[src/rtl/mult_sched_2ch.sv]
// Two-channel round-robin scheduler for one shared 4x4 multiplier.
// Define MULT_SCHED_ZERO_BYPASS_EN to answer zero-operand requests without the multiplier.
module mult_sched_2ch #(
  parameter int unsigned MULT_LAT = 6
) (
  input  logic       clk_i,
  input  logic       rst_i,
  input  logic [1:0] req_i,
  input  logic [3:0] a0_i,
  input  logic [3:0] b0_i,
  input  logic [3:0] a1_i,
  input  logic [3:0] b1_i,
  output logic [1:0] gnt_o,
  output logic [1:0] done_o,
  output logic [7:0] y0_o,
  output logic [7:0] y1_o,
  output logic       busy_o,
  output logic       mult_en_o,
  output logic [3:0] mult_a_o,
  output logic [3:0] mult_b_o,
  input  logic [7:0] mult_y_i
);

  typedef enum logic [1:0] {
    IDLE  = 2'd0,
    ISSUE = 2'd1,
    WAIT  = 2'd2
  } state_t;

  state_t     state_q, state_d;
  logic [3:0] cnt_q, cnt_d;
  logic       ptr_q;
  logic       win_q;
  logic       win;
  logic [3:0] win_a, win_b;
  logic       take, zero, fire, byp, fin;

  // ptr_q holds the last granted channel; on a tie the other one wins
  always_comb begin
    win   = req_i[1] & (~req_i[0] | ~ptr_q);
    win_a = win ? a1_i : a0_i;
    win_b = win ? b1_i : b0_i;
    take  = (state_q == IDLE) && (req_i != 2'b00);
`ifdef MULT_SCHED_ZERO_BYPASS_EN
    zero  = (win_a == 4'd0) || (win_b == 4'd0);
`else
    zero  = 1'b0;
`endif
    fire  = take & ~zero;
    byp   = take & zero;
    fin   = (state_q == WAIT) && (cnt_q <= 4'd1);
  end

  always_ff @(posedge clk_i) begin
    if (!rst_i) begin
      state_q <= IDLE;
      cnt_q   <= 4'd0;
    end else begin
      state_q <= state_d;
      cnt_q   <= cnt_d;
    end
  end

  always_comb begin
    state_d   = state_q;
    cnt_d     = cnt_q;
    mult_en_o = 1'b0;
    busy_o    = (state_q != IDLE);
    unique case (state_q)
      IDLE: begin
        if (fire) state_d = ISSUE;
      end
      ISSUE: begin
        mult_en_o = 1'b1;
        cnt_d     = 4'(MULT_LAT);
        state_d   = WAIT;
      end
      WAIT: begin
        cnt_d = cnt_q - 4'd1;
        if (fin) state_d = IDLE;
      end
      default: begin
        state_d = IDLE;
        cnt_d   = 4'd0;
      end
    endcase
  end

  always_ff @(posedge clk_i) begin
    if (!rst_i) begin
      ptr_q    <= 1'b1;
      win_q    <= 1'b0;
      gnt_o    <= 2'b00;
      done_o   <= 2'b00;
      y0_o     <= 8'd0;
      y1_o     <= 8'd0;
      mult_a_o <= 4'd0;
      mult_b_o <= 4'd0;
    end else begin
      gnt_o  <= 2'b00;
      done_o <= 2'b00;
      if (take) begin
        ptr_q <= win;
        win_q <= win;
        gnt_o <= {win, ~win};
      end
      if (fire) begin
        mult_a_o <= win_a;
        mult_b_o <= win_b;
      end
      // bypass: result is known to be zero, report it with the grant
      if (byp) begin
        done_o <= {win, ~win};
        if (win) y1_o <= 8'd0;
        else     y0_o <= 8'd0;
      end
      if (fin) begin
        done_o <= {win_q, ~win_q};
        if (win_q) y1_o <= mult_y_i;
        else       y0_o <= mult_y_i;
      end
    end
  end

endmodule
[config.mk]
export PLATFORM = sky130hd
export DESIGN_NAME = mult_sched_2ch
export DESIGN_NICKNAME = d
export VERILOG_FILES = /design/src/rtl/mult_sched_2ch.sv
export SDC_FILE = /design/constraint.sdc
export NUM_CORES = 1
export LEC_CHECK = 0
export CAP_MARGIN = 20
export CORE_UTILIZATION = 49
export CTS_BUF_LIST = sky130_fd_sc_hd__clkbuf_8
export DETAILED_ROUTE_END_ITERATION = 10
export GPL_ROUTABILITY_DRIVEN = 0
export PLACE_DENSITY = 0.95
export SETUP_SLACK_MARGIN = 0.4
export SLEW_MARGIN = 40
export SYNTH_ARGS = -nofsm -noshare
export SYNTH_HDL_FRONTEND = slang
export SYNTH_SLANG_ARGS = --single-unit
[constraint.sdc]
create_clock -name clk_i -period 2.48 [get_ports clk_i]
set_input_delay 0.372 -clock clk_i [delete_from_list [all_inputs] [get_ports clk_i]]
set_output_delay 0.372 -clock clk_i [all_outputs]
set_load 0.005 [all_outputs]
==> results.sh, run 1 <==
# physical design summary
export IMPL_fillCellCount=213
export IMPL_ant_nets=0
export IMPL_skew_ns=0.00644
export IMPL_layout_area_overhead_vs_synth_pct=45.1
export IMPL_ys_types=29
export IMPL_dr_total_vias=1353
export IMPL_root_buffer="clkbuf_8"
export IMPL_warning_count=31
export IMPL_maxSlewHeadroom_pct=55.8
export IMPL_grt_pass1_wl_mm=5.85
export IMPL_logic_area_um2=764
export IMPL_drt_iter0_drc=40
export IMPL_cts_htree_levels=2
export IMPL_synth_area_um2=1550
export IMPL_drive_gt1_share_pct=6.25
export IMPL_dieArea_um2=3400
export IMPL_synth_top_area_share_pct=46.4
export IMPL_postRouteWirelength_mm=3.51
export IMPL_grt_use_met3_pct=7.25
export IMPL_wl_met2_mm=1.64
export IMPL_powerDensity_nw_per_um2=650
export IMPL_antenna_cells=0
export IMPL_largest_area_cell="dfxtp_1"
export IMPL_postCtsSetupRepairBufs=0
export IMPL_final_max_slew_viol_count=0
export IMPL_cp_end_kind="output port"
export IMPL_p_leak_nw=0.913
export IMPL_clk_latency_ns=0.29
export IMPL_grt_overflow=0
export IMPL_antenna_found_initial=0
export IMPL_ys_chip_area_um2=1550
export IMPL_final_cell_mix="clkdlybuf4s50_1 (57), dfxtp_1 (36), nand2_1 (32)"
export IMPL_fin_crit_sh_pct=81.4
export IMPL_ys_ff=36
export IMPL_critPathRequiredTime_ns=2.11
export IMPL_num_nets_final=257
export IMPL_finalWorstPathRequiredPeriod_ns=2.02
export IMPL_fp_nets=199
export IMPL_setup_tns_final_ns=0
export IMPL_setup_violations=0
export IMPL_worstMarginPinSlew_ns=0.663
export IMPL_tritoncts="yes"
export IMPL_fmax_ghz=0.495
export IMPL_crit_arrival_ns=1.65
export IMPL_grt_busiest_layer="met2"
export IMPL_crit_fanout=11
export IMPL_crit_path_frequent_cell="inv_1"
export IMPL_post_dp_hpwl_mm=2.54
export IMPL_wl_met3_um=140
export IMPL_cts_buffer_depth=2
export IMPL_holdCritPathClass="reg -> reg"
export IMPL_drt_met1_wl_mm=1.63
export IMPL_syn_inst=165
export IMPL_start_kind="flip-flop"
export IMPL_lay_top_count="clkdlybuf4s50_1"
export IMPL_postSynthSeqShare_pct=46.4
export IMPL_cts_sinks=36
export IMPL_top_cells_by_area="dfxtp_1 (46%), mux2i_1 (17%), nand2_1 (7.7%), ha_1 (4.8%), a21oi_1 (4.2%)"
export IMPL_cp_slowest_cell="clkdlybuf4s50_1"
export IMPL_regArea_um2=721
export IMPL_cts_buffers=5
export IMPL_finalHoldViolations=0
export IMPL_highest_signal_layer="met4"
export IMPL_grt_max_degree=34
export IMPL_grt_pass1_vias=1321
export IMPL_cap_violations=0
export IMPL_ys_warn_count=0
export IMPL_clk_pin_slew_ns=0.07
export IMPL_via_per_inst=5.05
export IMPL_yosysCellCount=165
export IMPL_slowest_delay_ns=0.52
export IMPL_wl_per_cell_um=13.1
export IMPL_drc=0
export IMPL_avgSynthCellArea_um2=9.41
export IMPL_critPathKind="reg -> out"
export IMPL_status="completed"
export IMPL_rsz0062_at_grt="true"
export IMPL_path_cells="inv_1, ha_2, inv_1, clkdlybuf4s50_1"
export IMPL_fp_util_pct=51.3
export IMPL_drt_first_pass_iters=4
[run 1: kinds of logic (layout without fill, tap and decap cells)]
logic type / after synthesis / in the layout / share of synthesized area, %
muxes: 26 / 26 / 16.8
adders and majority gates: 6 / 6 / 4.83
buffers and inverters: 16 / 75 / 5.32
DFF: 36 / 36 / 46.4
AOI/OAI and AO/OA: 33 / 33 / 12.4
and+or+nand+nor: 48 / 48 / 14.3
[run 1: power breakdown]
group	switching [mW]	internal (mW)	total [mW]
Combinational	0.168	0.204	0.372
Sequential	0.0337	0.634	0.667
Clock	0.203	0.221	0.425
[run 1: area by class of cell]
type                       instances  share of cell area, %
tap                               44                   2.44
multi-input combinational        113                   33.9
inverter                           7                   1.17
sequential                        36                   32.0
clock buffer                       6                   3.66
timing repair buffer              60                   26.3
clock inverter                     2                  0.500
[run 1: repair_timing]
action,4_1_cts,5_1_grt
hold buffers,0,0
setup endpoints to repair,1,2
resized,1,1
[run 1: path summary, 6_finish.rpt]
kind	startpoint	cells past startpoint	endpoint	slack, ns
max	state_q[0]$_SDFFE_PN0P_	4	busy_o	0.46
min	y0_o[7]$_SDFFE_PN0P_	2	y0_o[7]$_SDFFE_PN0P_	0.46
max reg2reg	state_q[0]$_SDFFE_PN0P_	6	y0_o[3]$_SDFFE_PN0P_	0.64
min reg2reg	y0_o[7]$_SDFFE_PN0P_	2	y0_o[7]$_SDFFE_PN0P_	0.46
[run 1: synthesized netlist by cell type]
| library cell | number |
|---|---|
| a21boi_1 | 1 |
| a21oi_1 | 13 |
| a221oi_2 | 1 |
| a31oi_1 | 1 |
| and2_1 | 2 |
| and2b_1 | 1 |
| and3_1 | 1 |
| and3b_1 | 1 |
| buf_2 | 3 |
| buf_4 | 1 |
| buf_6 | 2 |
| clkbuf_1 | 3 |
| dfxtp_1 | 36 |
| ha_1 | 6 |
| inv_1 | 7 |
| mux2i_1 | 26 |
| nand2_1 | 32 |
| nand3_1 | 2 |
| nand4b_1 | 1 |
| nor2_1 | 3 |
| nor2b_1 | 2 |
| nor3_1 | 1 |
| nor3b_2 | 1 |
| nor4_1 | 1 |
| o2111ai_1 | 1 |
| o21a_1 | 1 |
| o21ai_0 | 13 |
| o21bai_1 | 1 |
| o311a_1 | 1 |
[run 1: worst max-delay path, delay by kind of cell (launching register included)]
family,cells,cell delay (ns)
flip-flops,1,0.35
adder cells (fa/ha/maj),1,0.27
buffers and inverters,3,0.74
[run 1: flip-flops by register name, indices dropped and copies added (netlist names)]
| register | cells |
|---|---|
| done_o | 2 |
| ptr_q | 1 |
| cnt_q | 4 |
| y0_o | 8 |
| win_q | 1 |
| state_q | 2 |
| mult_a_o | 4 |
| gnt_o | 2 |
| y1_o | 8 |
| mult_b_o | 4 |
[run 1: through the flow]
step / total power [mW] / instances / setup WS, ns / cell area, µm² / hold WS [ns]
4_1_cts: 1.47 / 268 / 0.450 / 2250 / 0.461
6_report: 1.46 / 268 / 0.461 / 2250 / 0.458
5_1_grt: 1.54 / 268 / 0.392 / 2250 / 0.479
3_3_place_gp: 1.03 / 260 / 0.596 / 2140 / 0.447
3_5_place_dp: 1.04 / 260 / 0.625 / 2150 / 0.448
2_1_floorplan: 0.861 / 165 / 1.08 / 1550 / 0.451
==> run_1/cell_classes.png <==
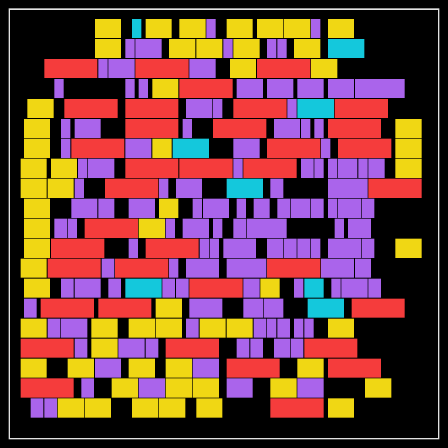
| class | colour | cells | share of their area |
|---|---|---|---|
| other buffers and delay cells | yellow | 60 | 27% |
| all other logic | purple | 120 | 36% |
| clock drivers and dummy loads | cyan | 8 | 4.3% |
| flip-flops | red | 36 | 33% |
flop share of the area: 32.0%
Core Area: 3030 µm²
Core Rows: 20
Final Cell Area: 2250 µm²

==> run_1/final_congestion.png <==
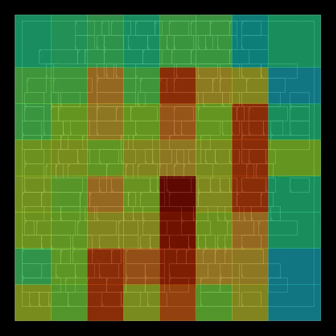
met2 GRT Util: 37.3%
met1 usage: 28.0%
final core occ: 74.4%
Total Routing Usage GR: 23.2%

==> run_1/pdn.png <==
Bar = 20 µm. Pins as bars on the die edge.
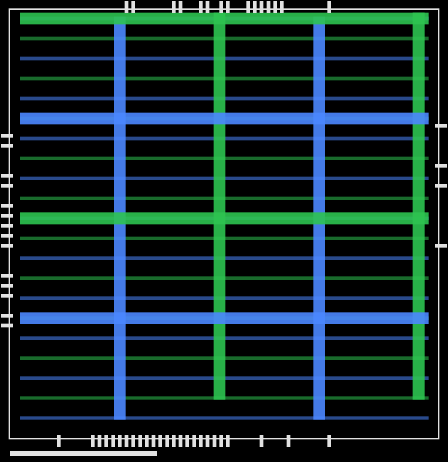
| net | colour |
|---|---|
| VSS | blue |
| VDD | green |
signal pins: 58
met4 straps: 4
VDD IR max: 0.479 mV
die span in x: 58.3 µm
Die Y: 58.3 µm

==> run_1/port_nets.png <==
Bar = 20 µm.
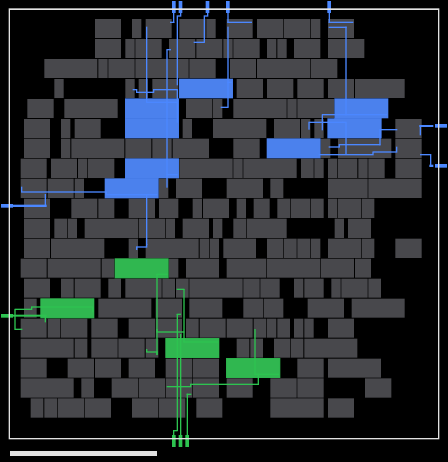
| port | colour | direction | edge | end cells | buffers | wire |
|---|---|---|---|---|---|---|
| y1_o | blue | output | 5 north, 2 east, 1 west | 8 | 8 | 185 µm |
| mult_a_o | green | output | 3 south, 1 west | 4 | 4 | 112 µm |
Port Buffers: 57
num ports: 58

==> inputs of run 2 (changes only) <==
- CORE_UTILIZATION: 49 -> 41
- PLACE_DENSITY: 0.95 -> 0.86
- clock period: 2.48 -> 1.7 ns (I/O delays scaled with it)
==> results.sh, run 2 <==
# physical design summary
export IMPL_critPathRequiredTime_ns=1.92
export IMPL_place_inst=266
export IMPL_lay_top_count="nand2_1"
export IMPL_crit_arrival_ns=1.69
export IMPL_postSynthSeqShare_pct=46.4
export IMPL_final_cell_mix="nand2_1 (32), dlygate4sd2_1 (29), dfxtp_1 (28)"
export IMPL_ys_types=29
export IMPL_finalPower_mw=2.42
export IMPL_p_leak_nw=1.19
export IMPL_postRouteWirelength_mm=4.20
export IMPL_largest_area_cell="dfxtp_1"
export IMPL_placedInstanceArea_um2=2220
export IMPL_edf_count=0
export IMPL_fmax_ghz=0.681
export IMPL_worstRegToRegCells=6
export IMPL_ant_nets=0
export IMPL_fp_nets=199
export IMPL_io_buffers=57
export IMPL_dr_total_vias=1474
export IMPL_powerDensity_nw_per_um2=957
export IMPL_num_nets_final=275
export IMPL_holdPathEnd="ptr_q$_SDFFE_PN1P_"
export IMPL_ys_warn_count=0
export IMPL_setup_slack_ns=0.232
export IMPL_root_buffer="clkbuf_8"
export IMPL_synth_area_um2=1550
export IMPL_synthMostInstantiatedCell="dfxtp_1"
export IMPL_crit_fanout=5
export IMPL_antenna_cells=0
export IMPL_yosysCellCount=165
export IMPL_cp_slowest_cell="dfxtp_2"
export IMPL_clk_latency_ns=0.30
export IMPL_top_cells_by_area="dfxtp_1 (46%), mux2i_1 (17%), nand2_1 (7.7%), ha_1 (4.8%), a21oi_1 (4.2%)"
export IMPL_dieArea_um2=4040
export IMPL_place_ws_ns=0.00786
export IMPL_finalNonFillerCells=288
export IMPL_post_dp_hpwl_mm=2.55
export IMPL_setup_tns_final_ns=0
export IMPL_worstMarginPinSlew_ns=0.347
export IMPL_critPathKind="reg -> reg"
export IMPL_status="completed"
export IMPL_rrSetupSlack_ns=0.23
export IMPL_syn_inst=165
export IMPL_maxSlewHeadroom_pct=76.8
export IMPL_drt_first_pass_iters=4
export IMPL_clk_pin_slew_ns=0.07
export IMPL_min_from="req_i[1]"
export IMPL_postSynth_asyncResetShare_pct=0
export IMPL_synthTopCellsByCount="dfxtp_1 (36), nand2_1 (32), mux2i_1 (26)"
export IMPL_hold_ws_ns=0.451
export IMPL_antenna_found_initial=0
export IMPL_drc=0
export IMPL_finalWorstPathRequiredPeriod_ns=1.47
export IMPL_grt_usage_pct=22.4
export IMPL_avgSynthCellArea_um2=9.41
export IMPL_drive_gt1_share_pct=22.7
export IMPL_path_cells="buf_6, ha_4, and2b_2, o2111ai_1, buf_4, mux2i_1"
export IMPL_finalHoldViolations=0
export IMPL_whs_path_depth=3
export IMPL_drt_iter0_drc=72
export IMPL_path_buffers=2
export IMPL_r2r_end="y1_o[4]$_SDFFE_PN0P_"
export IMPL_final_max_slew_viol_count=0
export IMPL_layout_area_overhead_vs_synth_pct=62.9
export IMPL_synth_top_area_share_pct=46.4
export IMPL_wl_per_cell_um=14.6
-- run 2: cell types whose count changed in the layout (fill, tap and decap cells not counted), moves of 5 or more --
cell	delta
buf_6	+7
inv_1	-5
buf_4	+9
clkdlybuf4s50_1	-32
dlygate4sd2_1	+29
dfxtp_1	-8
ha_4	+5
dfxtp_2	+7
-- run 2: layout make-up --
type                       count  area share, %
clock inverter                 3           1.53
inverter                       7           1.14
clock buffer                   5           2.72
timing repair buffer          77           28.6
tap                           46           2.27
sequential                    36           29.0
multi-input combinational    114           34.8
-- run 2: routing by layer --
| layer | track usage [%] | vias up | wire (µm) |
|---|---|---|---|
| li1 | - | 717 | - |
| met1 | 25.4 | 700 | 1740 |
| met2 | 37.1 | 52 | 2120 |
| met3 | 8.51 | 5 | 257 |
| met4 | 9.38 | 0 | 73 |
| met5 | 0 | - | 0 |
-- run 2: power by group --
group	internal, mW	total (mW)	switching [mW]
sequential	0.929	0.986	0.0563
clock	0.429	0.742	0.313
combinational	0.381	0.695	0.313
total	1.74	2.42	0.683
-- run 2: cells by family after synthesis --
family,Yosys count,synth area share [%]
simple gates,48,14.3
fa+ha+maj,6,4.83
compound gates,33,12.4
flops,36,46.4
buf+inv,16,5.32
mux,26,16.8
-- run 2: worst max-delay path by stage --
| stage | from | to | slack, ns | cells past startpoint |
|---|---|---|---|---|
| floorplan | state_q[0]$_SDFFE_PN0P_ | done_o[0]$_SDFF_PN0_ | 0.40 | 6 |
| global placement | req_i[1] | mult_a_o[0]$_SDFFE_PN0P_ | 0.12 | 5 |
| detailed placement | req_i[1] | mult_b_o[2]$_SDFFE_PN0P_ | 0.008 | 5 |
| CTS | state_q[1]$_SDFFE_PN0P_ | busy_o | 0.27 | 4 |
| global route | state_q[1]$_SDFFE_PN0P_ | y1_o[4]$_SDFFE_PN0P_ | 0.15 | 6 |
| finish | state_q[1]$_SDFFE_PN0P_ | y1_o[4]$_SDFFE_PN0P_ | 0.23 | 6 |
-- run 2: tightest hold or removal path, cell delays in order --
cell and delay [ns]:
dlymetal6s2s_1 0.19, a21oi_1 0.16, o21ai_0 0.08
-- run 2: repair_timing --
item	4_1_cts	5_1_grt
setup endpoints to repair	61	34
pin swaps	4	2
cloned	1	2
buffers inserted	8	3
hold buffers	0	0
gates resized	61	17
==> run_2/cell_classes.png <==
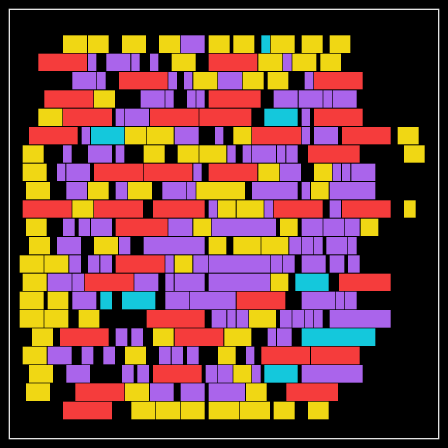
Core Rows: 21
Core Area: 3470 µm²
flop share of the area: 29.0%
Final Cell Area: 2530 µm²
final core occ: 72.9%

==> run_2/density.png <==
Bar = 20 µm. 6 x 6 tiles, from black (low) to pale yellow (high), 0 to 100% covered.
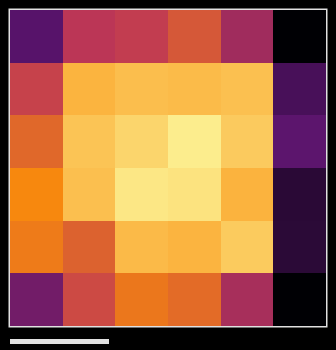
mean over tiles: 61%
nearly empty tiles: 5.6%
fullest tile: 96%
tiles over 75% full: 42%
densest ninth of the die: centre
FP Util: 44.8%

Power is estimated from default activity; no workload was simulated.
